<file path="src/rtl/alu_sequencer_pkg.sv">
// Package alu_pkg: constants and helpers shared by the ALU sequencer, its
// interface and the combinational core.
//   - WIDTH/HALF/CNT_W : full-word width, half-word width, shift-count width
//   - OP_*             : 5-bit opcodes (19..31 reserved)
//   - SR_*             : bit indices into the {sign, zero, carry} status word
package alu_pkg;

    localparam int WIDTH = 20;
    localparam int HALF  = 10;
    localparam int CNT_W = 5;

    localparam logic [4:0] OP_NOP   = 5'd0;
    localparam logic [4:0] OP_NOT   = 5'd1;
    localparam logic [4:0] OP_AND   = 5'd2;
    localparam logic [4:0] OP_OR    = 5'd3;
    localparam logic [4:0] OP_XOR   = 5'd4;
    localparam logic [4:0] OP_SHR   = 5'd5;
    localparam logic [4:0] OP_SHL   = 5'd6;
    localparam logic [4:0] OP_ROR   = 5'd7;
    localparam logic [4:0] OP_ROL   = 5'd8;
    localparam logic [4:0] OP_SWAP  = 5'd9;
    localparam logic [4:0] OP_INC   = 5'd10;
    localparam logic [4:0] OP_DEC   = 5'd11;
    localparam logic [4:0] OP_ADD   = 5'd12;
    localparam logic [4:0] OP_ADC   = 5'd13;
    localparam logic [4:0] OP_SUB   = 5'd14;
    localparam logic [4:0] OP_SBC   = 5'd15;
    localparam logic [4:0] OP_CMP   = 5'd16;
    localparam logic [4:0] OP_LDSR  = 5'd17;
    localparam logic [4:0] OP_XORSR = 5'd18;

    localparam int SR_C = 0;
    localparam int SR_Z = 1;
    localparam int SR_S = 2;

    // Clear the upper half when operating in half-word mode.
    function automatic logic [WIDTH-1:0] mask_w(input logic [WIDTH-1:0] v, input logic mode);
        return mode ? v : {{(WIDTH-HALF){1'b0}}, v[HALF-1:0]};
    endfunction

    function automatic logic sign_bit(input logic [WIDTH-1:0] v, input logic mode);
        return mode ? v[WIDTH-1] : v[HALF-1];
    endfunction

    function automatic logic is_shift_op(input logic [4:0] op);
        return (op == OP_SHR) || (op == OP_SHL) || (op == OP_ROR) || (op == OP_ROL);
    endfunction

    // Shift counts beyond the active width minus one are clamped.
    function automatic logic [CNT_W-1:0] eff_count(input logic [CNT_W-1:0] cnt, input logic mode);
        logic [CNT_W-1:0] lim;
        lim = mode ? CNT_W'(WIDTH-1) : CNT_W'(HALF-1);
        return (cnt > lim) ? lim : cnt;
    endfunction

endpackage

</file>
<file path="src/rtl/alu_sequencer_if.sv">
// Request/response bus between the issue stage, the ALU sequencer and the
// register-file writeback.
//   master : drives req_*, rsp_ready; observes req_ready, rsp_*, status
//   slave  : the sequencer side
interface alu_sequencer_if;
    import alu_pkg::*;

    logic             req_valid;
    logic             req_ready;
    logic [4:0]       req_op;
    logic             req_mode;
    logic [WIDTH-1:0] req_a;
    logic [WIDTH-1:0] req_b;
    logic [CNT_W-1:0] req_cnt;
    logic             rsp_valid;
    logic             rsp_ready;
    logic [WIDTH-1:0] rsp_c;
    logic [WIDTH-1:0] rsp_c2;
    logic             rsp_err;
    logic [2:0]       status;

    modport master (
        output req_valid, req_op, req_mode, req_a, req_b, req_cnt, rsp_ready,
        input  req_ready, rsp_valid, rsp_c, rsp_c2, rsp_err, status
    );

    modport slave (
        input  req_valid, req_op, req_mode, req_a, req_b, req_cnt, rsp_ready,
        output req_ready, rsp_valid, rsp_c, rsp_c2, rsp_err, status
    );

endinterface

</file>
<file path="src/rtl/alu_sequencer_core.sv">
// alu_core: combinational wrapper over the logic, arithmetic, compare and
// single-bit shift circuits.
//   op, mode, a, b, status_in -> result, result2, status_next, err
//   step_in (with op, mode)   -> step_out, step_bit (one-bit shift/rotate)
// For shift/rotate ops the single-cycle result is the operand itself, which
// covers the zero-count case.
module alu_core
    import alu_pkg::*;
(
    input  logic [4:0]       op,
    input  logic             mode,
    input  logic [WIDTH-1:0] a,
    input  logic [WIDTH-1:0] b,
    input  logic [2:0]       status_in,
    output logic [WIDTH-1:0] result,
    output logic [WIDTH-1:0] result2,
    output logic [2:0]       status_next,
    output logic             err,
    input  logic [WIDTH-1:0] step_in,
    output logic [WIDTH-1:0] step_out,
    output logic             step_bit
);

    logic [WIDTH-1:0] a_m;
    logic [WIDTH-1:0] b_m;
    logic [WIDTH:0]   arith;
    logic [WIDTH:0]   cin;
    logic             upd_sz;
    logic             upd_c;

    assign a_m = mask_w(a, mode);
    assign b_m = mask_w(b, mode);
    assign cin = (WIDTH+1)'(status_in[SR_C]);

    always_comb begin
        result      = '0;
        result2     = '0;
        status_next = status_in;
        err         = 1'b0;
        arith       = '0;
        upd_sz      = 1'b0;
        upd_c       = 1'b0;
        case (op)
            OP_NOP:  ;
            OP_NOT:  begin result = mask_w(~a, mode); upd_sz = 1'b1; end
            OP_AND:  begin result = a_m & b_m;       upd_sz = 1'b1; end
            OP_OR:   begin result = a_m | b_m;       upd_sz = 1'b1; end
            OP_XOR:  begin result = a_m ^ b_m;       upd_sz = 1'b1; end
            OP_SHR, OP_SHL, OP_ROR, OP_ROL: begin
                result = a_m;
                upd_sz = 1'b1;
            end
            OP_SWAP: begin result = b_m; result2 = a_m; end
            OP_INC:  begin arith = {1'b0, a_m} + (WIDTH+1)'(1);        upd_c = 1'b1; end
            OP_DEC:  begin arith = {1'b0, a_m} - (WIDTH+1)'(1);        upd_c = 1'b1; end
            OP_ADD:  begin arith = {1'b0, a_m} + {1'b0, b_m};          upd_c = 1'b1; end
            OP_ADC:  begin arith = {1'b0, a_m} + {1'b0, b_m} + cin;    upd_c = 1'b1; end
            OP_SUB:  begin arith = {1'b0, a_m} - {1'b0, b_m};          upd_c = 1'b1; end
            OP_SBC:  begin arith = {1'b0, a_m} - {1'b0, b_m} - cin;    upd_c = 1'b1; end
            OP_CMP: begin
                result            = a_m;
                status_next[SR_Z] = (a_m == b_m);
                status_next[SR_S] = mode ? ($signed(a) < $signed(b))
                                         : ($signed(a[HALF-1:0]) < $signed(b[HALF-1:0]));
            end
            OP_LDSR:  status_next = a[2:0];
            OP_XORSR: status_next = status_in ^ a[2:0];
            default:  err = 1'b1;
        endcase

        // Operands are pre-masked, so in half-word mode bit HALF of the
        // 21-bit sum/difference is the carry/borrow out of the low half.
        if (upd_c) begin
            result            = mask_w(arith[WIDTH-1:0], mode);
            status_next[SR_C] = mode ? arith[WIDTH] : arith[HALF];
            upd_sz            = 1'b1;
        end
        if (upd_sz) begin
            status_next[SR_Z] = (result == '0);
            status_next[SR_S] = sign_bit(result, mode);
        end
    end

    always_comb begin
        step_out = step_in;
        step_bit = 1'b0;
        case (op)
            OP_SHR: begin
                step_out = step_in >> 1;
                step_bit = step_in[0];
            end
            OP_SHL: begin
                step_out = mask_w(step_in << 1, mode);
                step_bit = sign_bit(step_in, mode);
            end
            OP_ROR: begin
                if (mode)
                    step_out = {step_in[0], step_in[WIDTH-1:1]};
                else
                    step_out = {{(WIDTH-HALF){1'b0}}, step_in[0], step_in[HALF-1:1]};
            end
            OP_ROL: begin
                if (mode)
                    step_out = {step_in[WIDTH-2:0], step_in[WIDTH-1]};
                else
                    step_out = {{(WIDTH-HALF){1'b0}}, step_in[HALF-2:0], step_in[HALF-1]};
            end
            default: ;
        endcase
    end

endmodule

</file>
<file path="src/rtl/alu_sequencer.sv">
// alu_sequencer: execute-stage controller for the 20-bit ALU. Accepts one
// operation per request handshake, iterates shifts/rotates one bit per
// cycle, owns the {sign, zero, carry} status register and returns results
// over the response handshake.
//   clk   : system clock, rising edge
//   rst_n : asynchronous active-low reset
//   bus   : alu_sequencer_if.slave (req_*, rsp_*, status)
//
//   state   | meaning
//   IDLE    | req_ready high; accept edge registers single-cycle results
//   SHIFT   | one bit per cycle; last step registers result and flags
//   RESP    | rsp_valid high, outputs held until rsp_ready
module alu_sequencer
    import alu_pkg::*;
(
    input  logic           clk,
    input  logic           rst_n,
    alu_sequencer_if.slave bus
);

    typedef enum logic [1:0] {
        S_IDLE,
        S_SHIFT,
        S_RESP
    } state_t;

    state_t           state;
    logic [4:0]       op_r;
    logic             mode_r;
    logic [WIDTH-1:0] sh_val;
    logic [CNT_W-1:0] count;
    logic             req_ready_r;
    logic             rsp_valid_r;
    logic [WIDTH-1:0] rsp_c_r;
    logic [WIDTH-1:0] rsp_c2_r;
    logic             rsp_err_r;
    logic [2:0]       status_r;

    logic [4:0]       core_op;
    logic             core_mode;
    logic [WIDTH-1:0] core_result;
    logic [WIDTH-1:0] core_result2;
    logic [2:0]       core_status;
    logic             core_err;
    logic [WIDTH-1:0] step_out;
    logic             step_bit;
    logic [CNT_W-1:0] req_eff_cnt;

    // In IDLE the core evaluates the incoming request; while shifting it
    // steps the latched operation.
    assign core_op     = (state == S_IDLE) ? bus.req_op   : op_r;
    assign core_mode   = (state == S_IDLE) ? bus.req_mode : mode_r;
    assign req_eff_cnt = eff_count(bus.req_cnt, bus.req_mode);

    alu_core u_core (
        .op          (core_op),
        .mode        (core_mode),
        .a           (bus.req_a),
        .b           (bus.req_b),
        .status_in   (status_r),
        .result      (core_result),
        .result2     (core_result2),
        .status_next (core_status),
        .err         (core_err),
        .step_in     (sh_val),
        .step_out    (step_out),
        .step_bit    (step_bit)
    );

    always_ff @(posedge clk or negedge rst_n) begin
        if (!rst_n) begin
            state       <= S_IDLE;
            op_r        <= OP_NOP;
            mode_r      <= 1'b0;
            sh_val      <= '0;
            count       <= '0;
            req_ready_r <= 1'b1;
            rsp_valid_r <= 1'b0;
            rsp_c_r     <= '0;
            rsp_c2_r    <= '0;
            rsp_err_r   <= 1'b0;
            status_r    <= 3'b000;
        end else begin
            case (state)
                S_IDLE: begin
                    if (bus.req_valid) begin
                        op_r        <= bus.req_op;
                        mode_r      <= bus.req_mode;
                        req_ready_r <= 1'b0;
                        if (is_shift_op(bus.req_op) && (req_eff_cnt != '0)) begin
                            sh_val <= mask_w(bus.req_a, bus.req_mode);
                            count  <= req_eff_cnt;
                            state  <= S_SHIFT;
                        end else begin
                            rsp_c_r     <= core_result;
                            rsp_c2_r    <= core_result2;
                            rsp_err_r   <= core_err;
                            status_r    <= core_status;
                            rsp_valid_r <= 1'b1;
                            state       <= S_RESP;
                        end
                    end
                end
                S_SHIFT: begin
                    sh_val <= step_out;
                    count  <= count - 1'b1;
                    if (count == CNT_W'(1)) begin
                        rsp_c_r          <= step_out;
                        rsp_c2_r         <= '0;
                        rsp_err_r        <= 1'b0;
                        status_r[SR_Z]   <= (step_out == '0);
                        status_r[SR_S]   <= sign_bit(step_out, mode_r);
                        // Rotates leave carry alone; shifts keep the last bit out.
                        if ((op_r == OP_SHR) || (op_r == OP_SHL))
                            status_r[SR_C] <= step_bit;
                        rsp_valid_r      <= 1'b1;
                        state            <= S_RESP;
                    end
                end
                S_RESP: begin
                    if (bus.rsp_ready) begin
                        rsp_valid_r <= 1'b0;
                        req_ready_r <= 1'b1;
                        state       <= S_IDLE;
                    end
                end
                default: begin
                    rsp_valid_r <= 1'b0;
                    req_ready_r <= 1'b1;
                    state       <= S_IDLE;
                end
            endcase
        end
    end

    assign bus.req_ready = req_ready_r;
    assign bus.rsp_valid = rsp_valid_r;
    assign bus.rsp_c     = rsp_c_r;
    assign bus.rsp_c2    = rsp_c2_r;
    assign bus.rsp_err   = rsp_err_r;
    assign bus.status    = status_r;

endmodule

</file>
<file path="src/flat_wrapper.sv">
// flat-port wrapper written by rule: the top's interface ports become plain ports
module alu_sequencer_flat import alu_pkg::*;
  (clk, rst_n, bus_req_valid, bus_req_op, bus_req_mode, bus_req_a, bus_req_b, bus_req_cnt, bus_rsp_ready, bus_req_ready, bus_rsp_valid, bus_rsp_c, bus_rsp_c2, bus_rsp_err, bus_status);
  alu_sequencer_if bus_i ();
  input  logic clk;
  input  logic rst_n;
  input wire logic [$bits(bus_i.req_valid)-1:0] bus_req_valid;
  input wire logic [$bits(bus_i.req_op)-1:0] bus_req_op;
  input wire logic [$bits(bus_i.req_mode)-1:0] bus_req_mode;
  input wire logic [$bits(bus_i.req_a)-1:0] bus_req_a;
  input wire logic [$bits(bus_i.req_b)-1:0] bus_req_b;
  input wire logic [$bits(bus_i.req_cnt)-1:0] bus_req_cnt;
  input wire logic [$bits(bus_i.rsp_ready)-1:0] bus_rsp_ready;
  output wire logic [$bits(bus_i.req_ready)-1:0] bus_req_ready;
  output wire logic [$bits(bus_i.rsp_valid)-1:0] bus_rsp_valid;
  output wire logic [$bits(bus_i.rsp_c)-1:0] bus_rsp_c;
  output wire logic [$bits(bus_i.rsp_c2)-1:0] bus_rsp_c2;
  output wire logic [$bits(bus_i.rsp_err)-1:0] bus_rsp_err;
  output wire logic [$bits(bus_i.status)-1:0] bus_status;
  assign bus_i.req_valid = bus_req_valid;
  assign bus_i.req_op = bus_req_op;
  assign bus_i.req_mode = bus_req_mode;
  assign bus_i.req_a = bus_req_a;
  assign bus_i.req_b = bus_req_b;
  assign bus_i.req_cnt = bus_req_cnt;
  assign bus_i.rsp_ready = bus_rsp_ready;
  assign bus_req_ready = bus_i.req_ready;
  assign bus_rsp_valid = bus_i.rsp_valid;
  assign bus_rsp_c = bus_i.rsp_c;
  assign bus_rsp_c2 = bus_i.rsp_c2;
  assign bus_rsp_err = bus_i.rsp_err;
  assign bus_status = bus_i.status;
  alu_sequencer u_core (.clk(clk), .rst_n(rst_n), .bus(bus_i));
endmodule
</file>
<file path="config.mk">
export PLATFORM = sky130hd
export DESIGN_NAME = alu_sequencer_flat
export DESIGN_NICKNAME = d
export VERILOG_FILES = /design/src/rtl/alu_sequencer_pkg.sv /design/src/rtl/alu_sequencer_if.sv /design/src/rtl/alu_sequencer_core.sv /design/src/rtl/alu_sequencer.sv /design/src/flat_wrapper.sv
export SDC_FILE = /design/constraint.sdc
export NUM_CORES = 1
export LEC_CHECK = 0
export ABC_AREA = 1
export CAP_MARGIN = 30
export CORE_UTILIZATION = 45
export DETAILED_ROUTE_END_ITERATION = 12
export PLACE_DENSITY_LB_ADDON = 0.08
export SLEW_MARGIN = 0
export SYNTH_ARGS = -nofsm -noshare
export SYNTH_HDL_FRONTEND = slang
export SYNTH_SLANG_ARGS = --single-unit
</file>
<file path="constraint.sdc">
create_clock -name clk -period 6 [get_ports clk]
set_input_delay 1.2 -clock clk [delete_from_list [all_inputs] [get_ports clk]]
set_output_delay 1.2 -clock clk [all_outputs]
set_load 0.02 [all_outputs]
</file>
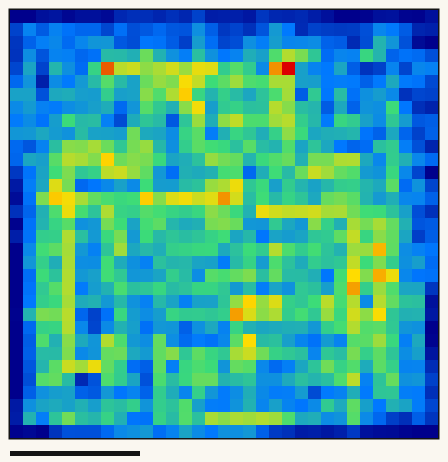
Fig. 1. Routed metal per tile (run 1).
Scale bar: 50 um. The die is cut into 33 by 33 equal tiles; dark blue is low, red is high, scaled to the fullest tile. Values are wire area over tile area, all layers added.
fullest tile: 0.84
emptiest ninth of the die: top right
mean over tiles: 0.32
nearly empty tiles: 2.9%
tiles over half the peak: 25%

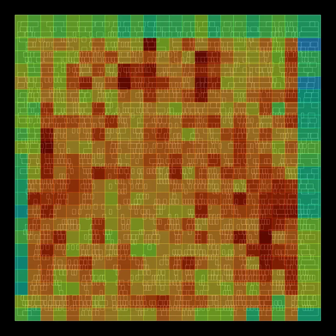
Fig. 2. Congestion heat map (run 1).
GR peak layer: met2
post-layout util: 0.5327
met2 Use GR: 0.5708
total track usage: 0.3794

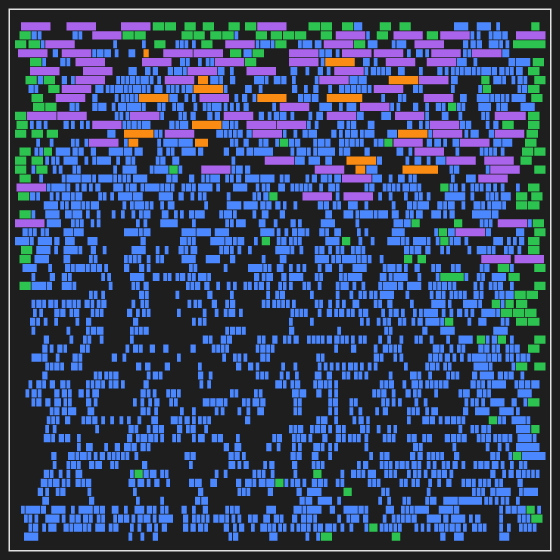
Fig. 3. Placed cells, one colour a class (run 1).
legend:
  blue:
    class: combinational and other logic
    cells: 1,930
    share_of_their_area: 73%
  orange:
    class: clock drivers and dummy loads
    cells: 16
    share_of_their_area: 2.5%
  purple:
    class: flops
    cells: 79
    share_of_their_area: 15%
  green:
    class: other buffers and delay cells
    cells: 134
    share_of_their_area: 9.8%

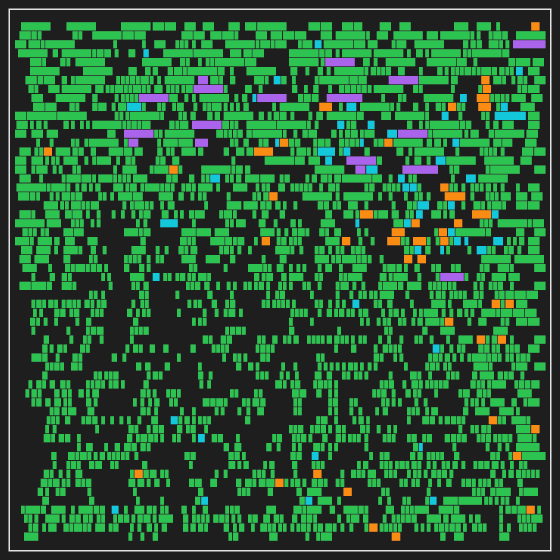
Fig. 4. Cell sizes after repair (run 1).
legend:
  cyan:
    size: _2 cells
    cells: 52
    share: 2.4%
  orange:
    size: _3 and _4 cells
    cells: 43
    share: 2.0%
  purple:
    size: _6 and larger
    cells: 17
    share: 0.79%
  green:
    size: _0 and _1 cells
    cells: 2,047
    share: 95%

==> run 1: metal layers <==
metal	vias up	global-route usage
li1	6966	-
met4	0	0.1334
met1	6765	0.5536
met5	-	0
met2	768	0.5708
met3	104	0.04369
==> run 1: area by class of cell <==
type,instances,area share
Multi-Input combinational cell,1651,0.6276
Clock buffer,9,0.01660
Tap cell,330,0.03043
Timing Repair Buffer,134,0.09480
Sequential cell,79,0.1458
Inverter,279,0.07719
Clock inverter,7,0.007562
==> run 1: critical path: cells and delay by family <==
family                   cells  cell delay, ns
AND/OR/NAND/NOR             18            2.60
adder cells (fa/ha/maj)      1            0.42
AND-OR/OR-AND                3            0.56
buffers and inverters        3            1.18
==> run 1: synthesized netlist by cell type, types with 4 or more instances <==
library cell  count  area share
nand2_1         640        0.20
inv_1           269       0.085
nor2_1          251       0.080
nand3_1         174       0.074
o21ai_0         110       0.047
a21oi_1         101       0.043
ha_1             98        0.10
dfrtp_1          78        0.17
nand4_1          37       0.020
o22ai_1          36       0.019
nor3_1           26       0.011
a31oi_1          25       0.013
clkbuf_1         25      0.0079
buf_2            20      0.0085
or2_2            14      0.0074
a22oi_1          13      0.0083
nor2_2           11      0.0058
o41ai_1          11      0.0081
o221ai_1          9      0.0067
inv_2             7      0.0022
nand3b_1          7      0.0044
xor2_1            7      0.0052
a211oi_1          6      0.0038
buf_4             6      0.0038
o211ai_1          6      0.0038
a21o_1            5      0.0032
a221oi_1          5      0.0037
buf_6             5      0.0048
nand2_2           5      0.0026
nor4_1            5      0.0026
o21ai_2           5      0.0037
o21bai_1          5      0.0032
nor2_4            4      0.0038
xnor2_1           4      0.0030
==> run 1: kinds of logic after synthesis <==
group           synth area share
compound gates            0.1800
xor+xnor                0.008148
fa+ha+maj                 0.1088
buf+inv                   0.1135
flops                     0.1673
simple gates              0.4222
==> flow_metrics.py, run 1 <==
# Synthesis and PnR figures
metrics = {
    "drt": {
        "remaining_drc_errors": 0,
        "firstDrtPassIters": 8,
        "first_iter_violations": 2073,
    },
    "clock_tree": {
        "cts_tree": "built",
        "cts_resized": 0,
        "cts_max_path_buffers": 2,
    },
    "sta": {
        "setup_tns_ns": 0,
        "finalClockPeriodUsage": 0.9498,
        "fin_ws_ns": 0.3010,
        "whs_ns": 0.4826,
    },
    "pwr": {
        "p_clk_uw": 622,
        "seq_power_uw": 933,
        "power.leakage_uw": 0.006900,
        "power_uw": 6838,
    },
    "floorplanning": {
        "io_pins": 101,
    },
    "synthesis": {
        "synth-edff-count": 0,
        "async_flop_share": 1.000,
    },
    "worst_setup_path": {
        "ff2ff_path_depth": 25,
        "start_kind": "input pin",
        "critPathCaptureType": "flop",
        "crit_arrival_ns": 5.97,
    },
    "status": {
        "status": "finished, final reports clean",
    },
    "layout": {
        "final_cell_count_no_fill": 2489,
    },
}
Fig. 5: run 1, cell area per tile
Scale bar: 50 um. The die is cut into 16 by 16 equal tiles; dark blue is low, red is high, 0 to 100% covered.
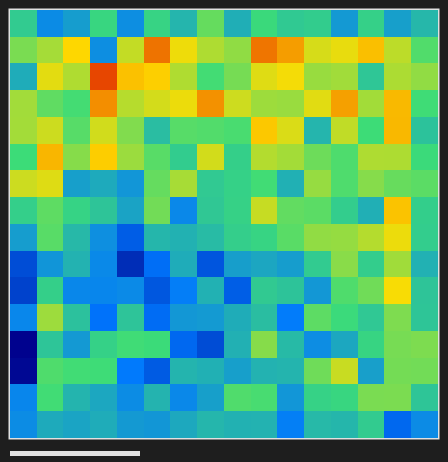

==> run 2, diff against run 1 <==
--- a/config.mk
+++ b/config.mk
@@ -5,7 +5,7 @@
 export SDC_FILE = /design/constraint.sdc
 export NUM_CORES = 1
 export LEC_CHECK = 0
-export ABC_AREA = 1
+export ABC_AREA = 0
 export CAP_MARGIN = 30
 export CORE_UTILIZATION = 45
 export DETAILED_ROUTE_END_ITERATION = 12
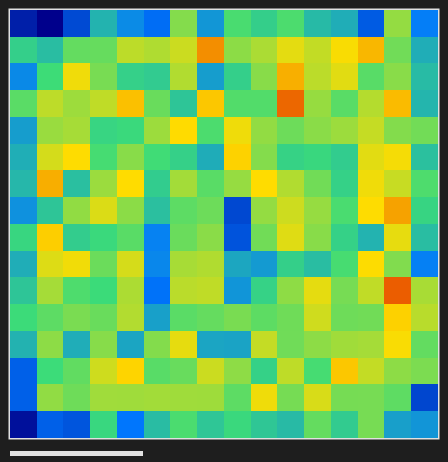
Fig. 6. Cell area per tile (run 2).
Scale bar: 50 um. The die is cut into 16 by 16 equal tiles; dark blue is low, red is high, 0 to 100% covered.
nearly empty tiles: 0.40%
fullest tile: 90%
tiles over 75% full: 6.2%
mean over tiles: 54%

==> flow_metrics.py, run 2 <==
# Synthesis and PnR figures
metrics = {
    "layout": {
        "syn2layout_area_growth_pct": 27.44,
        "lay_top_cells": "buf_4, nand2_1, a21oi_1",
        "final_cell_count_no_fill": 2121,
    },
    "synthesis": {
        "ys_seq_share": 0.1747,
        "area_leaders": "dfrtp_1, ha_1, nand2_1",
        "synthXorXnorAreaFrac": 0.04255,
        "logic_family": "AND-OR/OR-AND gates",
        "largest_area_cell": "dfrtp_1",
        "synthMuxAreaShare": 0.02354,
        "syn_avg_cell_area_sq_um": 7.308,
        "synth-edff-count": 0,
        "synthSimpleGateAreaFrac": 0.2563,
        "top_cell": "nand2_1",
        "synthTopCellsByCount": "nand2_1, a21oi_1, nor2_1",
        "compound_area_frac": 0.3308,
        "ys_sh_adder": 0.1136,
        "async_flop_share": 1.000,
        "yosysTopAreaCellShare": 0.1724,
    },
    "floorplanning": {
        "io_pins": 101,
        "fp_util": 0.4628,
    },
    "sta": {
        "setup_violations": 0,
        "whs_ns": 0.4749,
        "fin_ws_ns": 0.2211,
        "finalClockPeriodUsage": 0.9632,
        "rsz0062_at_grt": "false",
    },
    "clock_tree": {
        "cts_max_path_buffers": 2,
        "cts.htree.levels": 3,
        "cts_tree": "built",
        "cts_resized": 0,
        "holdBufCountCts": 0,
        "cts_sinks": 79,
    },
    "worst_hold_path": {
        "min_to": "u_core.bus.rsp_c[1]",
        "hold_class": "flop to flop",
    },
    "status": {
        "status": "finished, final reports clean",
    },
    "pwr": {
        "power_uw": 5762,
        "power.leakage_uw": 0.006308,
    },
    "drt": {
        "remaining_drc_errors": 0,
        "first_iter_violations": 1601,
        "routedWlPerCell_um": 23.14,
        "final_antenna_net_count": 0,
    },
    "worst_setup_path": {
        "crit_arrival_ns": 6.06,
        "ff2ff_path_depth": 19,
        "start_kind": "input pin",
    },
    "global_route": {
        "grt_usage": 0.3792,
    },
    "job": {
        "maxCapViolations": 0,
    },
}
==> run 2: netlist changes by cell type after synthesis, moves of 31 or more <==
cell and delta:
inv_1 -184, nand2_1 -442, clkbuf_1 +35, xnor2_1 +31
nand3_1 -125, nor2_1 -147
==> run 2: report_power, final <==
part / internal (uW) / switching (uW) / total, uW
Sequential: 719 / 204 / 923
Combinational: 1700 / 2480 / 4180
Clock: 421 / 240 / 661
==> run 2: metrics by stage <==
step,instance area [sq um],setup TNS (ns),util
after floorplan,11320,0,-
after global placement,14040,-0.1110,0.5740
after detailed placement,14040,-0.1584,0.5740
after CTS,14400,0,0.5885
after global routing,14430,0,0.5898
final,14430,0,0.5898
==> run 2: critical path: stages <==
cell and delay (ns):
clkdlybuf4s50_1 0.47, or4b_2 0.60, o21ai_1 0.13, nand2_1 0.10, nor2_2 0.21, buf_4 0.19, ha_1 0.25, o21ai_0 0.09
o21bai_1 0.16, o41ai_1 0.29, buf_4 0.17, a21oi_1 0.07, nor3_1 0.21, xor2_1 0.23, o211ai_1 0.11, o32a_1 0.37
nor4_2 0.32, o2111ai_1 0.17, or4_1 0.56, o21ai_1 0.15
==> run 2: layout make-up <==
type | count | area, sq um | share of cell area
clock buffers | 10 | 239.0 | 0.01656
clock inverters | 6 | 115.1 | 0.007978
inverters | 87 | 326.6 | 0.02263
multi-input cells | 1300 | 8731 | 0.6052
flip-flops and latches | 79 | 1978 | 0.1371
well taps | 324 | 405.4 | 0.02810
repair buffers | 315 | 2633 | 0.1825
==> run 2: metal layers <==
layer	track usage	vias to the layer above	part of all wire
met5	0	-	0
met4	0.1524	0	0.041
met3	0.07490	136	0.10
met2	0.5815	749	0.43
met1	0.5192	6457	0.42
li1	-	6309	-
Fig. 7: run 2, placed cells, one colour a class
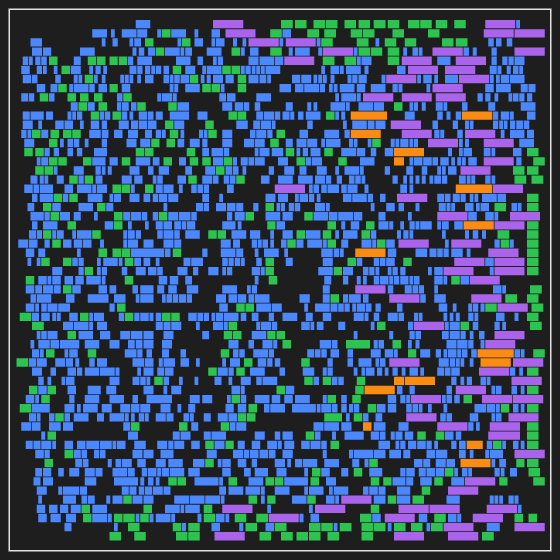

==> run 3, diff against run 2 <==
--- a/config.mk
+++ b/config.mk
@@ -7,7 +7,7 @@
 export LEC_CHECK = 0
 export ABC_AREA = 0
 export CAP_MARGIN = 30
-export CORE_UTILIZATION = 45
+export CORE_UTILIZATION = 30
 export DETAILED_ROUTE_END_ITERATION = 12
 export PLACE_DENSITY_LB_ADDON = 0.08
 export SLEW_MARGIN = 0
==> constraint.sdc (replaced) <==
create_clock -name clk -period 6.9 [get_ports clk]
set_input_delay 1.38 -clock clk [delete_from_list [all_inputs] [get_ports clk]]
set_output_delay 1.38 -clock clk [all_outputs]
set_load 0.02 [all_outputs]
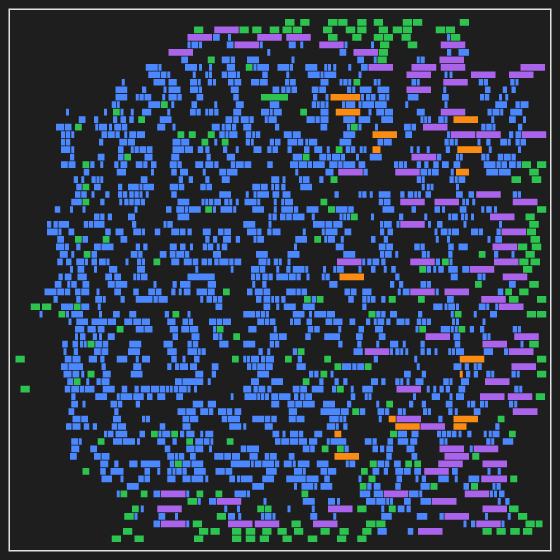
Fig. 8. Placed cells, one colour a class (run 3).
legend:
  orange:
    class: clock drivers and dummy loads
    cells: 16
    share_of_their_area: 2.4%
  blue:
    class: combinational and other logic
    cells: 1,387
    share_of_their_area: 69%
  purple:
    class: flops
    cells: 79
    share_of_their_area: 15%
  green:
    class: other buffers and delay cells
    cells: 196
    share_of_their_area: 13%

==> flow_metrics.py, run 3 <==
# Synthesis and PnR figures
metrics = {
    "clock_tree": {
        "cts_sinks": 79,
        "cts_max_path_buffers": 2,
        "cts.htree.levels": 3,
        "holdBufCountCts": 0,
        "cts_resized": 0,
        "cts_tree": "built",
    },
    "worst_setup_path": {
        "critPathCaptureType": "flop",
        "start_kind": "input pin",
        "cpMostUsedCell": "buf_4",
        "ff2ff_path_depth": 19,
        "crit_buf_inv": 5,
        "path_cells": "clkdlybuf4s50_1 > nor3b_1 > or2_2 > nand2_1 > inv_1 > ha_1 > nor4_1 > buf_4 > nand2b_1 > a21oi_1 > o21ai_1 > a2111oi_0 > a211oi_1 > nor4b_1 > buf_4 > xnor2_1 > a221oi_1 > buf_4 > a221o_1 > o211ai_1",
        "cp_top_family": "simple AND/OR/NAND/NOR gates",
        "cpPeakStageDelay_ns": 0.72,
    },
    "synthesis": {
        "syn_avg_cell_area_sq_um": 7.308,
        "area_leaders": "dfrtp_1, ha_1, nand2_1",
        "ys_seq_share": 0.1747,
        "yosysTopAreaCellShare": 0.1724,
        "async_flop_share": 1.000,
        "top_cell": "nand2_1",
        "synthTopCellsByCount": "nand2_1, a21oi_1, nor2_1",
    },
    "global_route": {
        "use_met3": 0.03662,
        "globalRoute.busiestLayer": "met2",
        "use_met1": 0.3768,
        "grt_usage": 0.2691,
    },
    "drt": {
        "first_iter_violations": 1215,
        "remaining_drc_errors": 0,
        "routedWlPerCell_um": 23.96,
    },
    "sta": {
        "whs_ns": 0.4759,
        "setup_violations": 0,
        "rsz0062_at_grt": "false",
    },
    "floorplanning": {
        "fp_util": 0.3070,
        "io_pins": 101,
    },
    "pwr": {
        "power.leakage_uw": 0.005709,
    },
    "layout": {
        "mi_logic_area_sq_um": 8730,
        "flop_area_sq_um": 1978,
    },
    "worst_hold_path": {
        "min_to": "u_core.bus.rsp_c[1]",
    },
    "status": {
        "status": "finished, final reports clean",
    },
}
[run 3: cell counts after synthesis]
Identical to the previous run, type by type.
[run 3: cells by family (layout without fill, tap and decap cells)]
| family | after synthesis | in the layout | synth area share |
|---|---|---|---|
| AND/OR/NAND/NOR | 579 | 579 | 0.2563 |
| flip-flops | 79 | 79 | 0.1747 |
| XOR/XNOR | 55 | 55 | 0.04255 |
| AND-OR/OR-AND | 540 | 540 | 0.3308 |
| adder cells (fa/ha/maj) | 101 | 101 | 0.1136 |
| multiplexers | 25 | 25 | 0.02354 |
| buffers and inverters | 170 | 299 | 0.05847 |
[run 3: final cells by class]
type | instances | share of cell area
clock buffers | 12 | 0.01870
clock inverters | 4 | 0.003923
inverters | 87 | 0.02381
multi-input cells | 1300 | 0.6365
flip-flops and latches | 79 | 0.1442
well taps | 504 | 0.04598
repair buffers | 196 | 0.1268
[run 3: routing by layer]
metal | share of wire | vias up
li1 | - | 6091
met1 | 0.46 | 6272
met2 | 0.45 | 480
met3 | 0.068 | 69
met4 | 0.026 | 0
met5 | 0 | -
[run 3: per-stage QoR]
stage | setup WS [ns] | util | instance area [sq um] | cells
after detailed placement | 0.2690 | 0.3635 | 13400 | 2166
after CTS | 0.6102 | 0.3719 | 13710 | 2182
after floorplan | 0.4452 | - | 11320 | 1549
after global placement | 0.2637 | 0.3628 | 13380 | 2165
after global routing | 0.01487 | 0.3719 | 13710 | 2182
final | 0.4691 | 0.3719 | 13710 | 2182
[run 3: power breakdown]
part	total, uW	internal, uW	switching, uW
sequential	805	625	180
clock	512	301	211
combinational	3330	1210	2120
total	4650	2130	2510
[run 3: tightest hold or removal path: cells and delay by family (launching register included)]
kind	cells	cell delay, ns
AND-OR/OR-AND	1	0.06
flip-flops	1	0.34
AND/OR/NAND/NOR	1	0.04
Power and IR drop assume default switching activity.
